Figure 1. Signal wires on met4.
(1 px per µm)
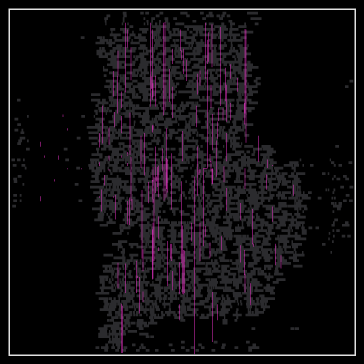
Figure 2. Wiring by layer.
(1 px per µm)
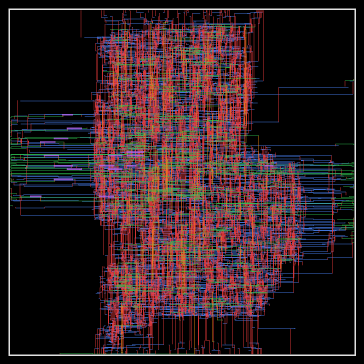
Figure 3. Routing congestion map.
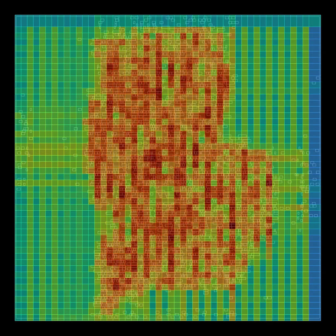
==> config.mk <==
export PLATFORM = sky130hd
export DESIGN_NAME = branch_checkpoint_stack
export DESIGN_NICKNAME = d
export VERILOG_FILES = /design/src/rtl/branch_checkpoint_stack.sv
export SDC_FILE = /design/constraint.sdc
export NUM_CORES = 2
export LEC_CHECK = 0
export CORE_UTILIZATION = 25
export CTS_BUF_LIST = sky130_fd_sc_hd__clkbuf_8
export DETAILED_ROUTE_END_ITERATION = 16
export GPL_ROUTABILITY_DRIVEN = 0
export HOLD_SLACK_MARGIN = 0.08
export SLEW_MARGIN = 25
export SYNTH_ARGS = -nofsm -noshare
export SYNTH_HDL_FRONTEND = slang
export SYNTH_SLANG_ARGS = --single-unit
export TNS_END_PERCENT = 10
==> constraint.sdc <==
create_clock -name clock -period 22.2 [get_ports clock]
set_input_delay 4.44 -clock clock [delete_from_list [all_inputs] [get_ports clock]]
set_output_delay 4.44 -clock clock [all_outputs]
set_load 0.005 [all_outputs]
==> out/results.ini <==
[run_status]
status = finished clean

[setup_path]
cp_max_fo = 65

[clocking]
clock_latency_ns = 0.73
ctsHoldBuffers = 0

[synthesis]
top_cell_area_share_pct = 45.9
topCellsByArea = dfrtp_1, mux2i_1, mux4_2, a31oi_1, a21oi_1
yosysWarnings = 0
ys.flop_type = dfrtp_1
synth-edff-count = 0
fp_nets = 2742

[hold_path]
hold_depth = 2

[cells_and_area]
drive_gt1_share_pct = 13.3
mostFrequentLayoutCell = dfrtp_1
fin_util_pct = 29.3
largest_reg_flops = 512
fin_cells = 4263

[flow_run]
maxCapViolCount = 0

[global_routing]
met1_usage_pct = 25.9
grt_pass1_wl_um = 173000
antenna_found_initial = 25

[sta]
clock_skew_ns = 0.0289
fin_crit_ns = 13.05
slew_viol_final = 0

[floorplan]
fp.dieW_um = 344

[route]
dr.pass1.iters = 12

[placed_design]
dp_slack_ns = 9.17

[power_and_ir_drop]
ir_worst_vdd_v = 0.0000654

About Figure 1:
The layer holds 3.6% of the routed length. The wires run mostly vertical. The layer carries 4260 µm of wire.
vias: 25300
DRT Wirelength: 118000 µm

About Figure 2:
Key: orange = metal 4 [wire length 4260 µm]; green = metal 3 [wire length 11900 µm]; purple = metal 5 [wire length 223 µm]; red = metal 2 [wire length 52.8 mm]; blue = metal 1 [wire length 48.6 mm]
DR WL/cell: 27.6 µm
total global-route track usage: 19.5%

About Figure 3:
met3 GRT Util: 5.08%
GR peak layer: met2

## logic make-up (layout without fill, tap and decap cells)
kind of cell / after synthesis / after routing / share of synthesized area (%)
AOI/OAI and AO/OA: 875 / 875 / 19.0
DFF: 538 / 538 / 45.9
muxes: 485 / 485 / 22.1
and+or+nand+nor: 365 / 365 / 5.66
buffers and inverters: 293 / 414 / 4.98
adders and majority gates: 44 / 44 / 1.98
xor gates and xnor gates: 12 / 12 / 0.358
other: 0 / 6 / 0
## critical path, cell delays in order
cell,delay (ns)
buf_6,0.57
inv_2,0.26
mux4_2,0.53
and4_1,0.41
nor2_4,0.57
buf_4,0.82
a21oi_1,0.36
clkdlybuf4s50_1,0.55
## layout make-up
type / instances / area [µm²]
timing repair buffer: 227 / 2180
tap: 1524 / 1910
multi-input combinational: 1781 / 14500
clock buffer: 116 / 1600
inverter: 28 / 116
antenna: 6 / 15.0
sequential: 538 / 13500
fill: 11900 / 82200
clock inverter: 43 / 246
## layer usage
metal	part of all wire (%)	wire length [µm]
met1	41	48600
met2	45	52800
met3	10	11900
met5	0.19	222
met4	3.6	4260
## synth_stat cells (3+ instances only)
library cell    n
nand3_1        18
o22ai_1        64
o21a_1          7
mux2i_1       354
nor4_1          3
nand2b_1        5
and4_1          5
nor2_1         85
a22o_1          3
o211ai_1        3
nand3b_1        7
a31oi_1       386
buf_4          20
fa_1            4
a211oi_1        3
o21ai_0        10
nor2b_1        18
mux4_2        130
xnor2_1         8
nor3b_1         5
xor2_1          4
a311oi_1      126
ha_1           40
and3_1          7
buf_2          44
buf_1          34
buf_12          8
nand2_1       158
or3b_2          3
nand4_1         7
clkbuf_1      147
a221oi_1        3
buf_6          10
a21oi_1       245
nor3_1         35
inv_1          26
dfrtp_1       538
## report_power, final
part | internal (mW) | total [mW] | switching (mW)
clock network | 0.490 | 0.925 | 0.435
registers | 1.48 | 1.82 | 0.339
logic | 0.842 | 2.06 | 1.22
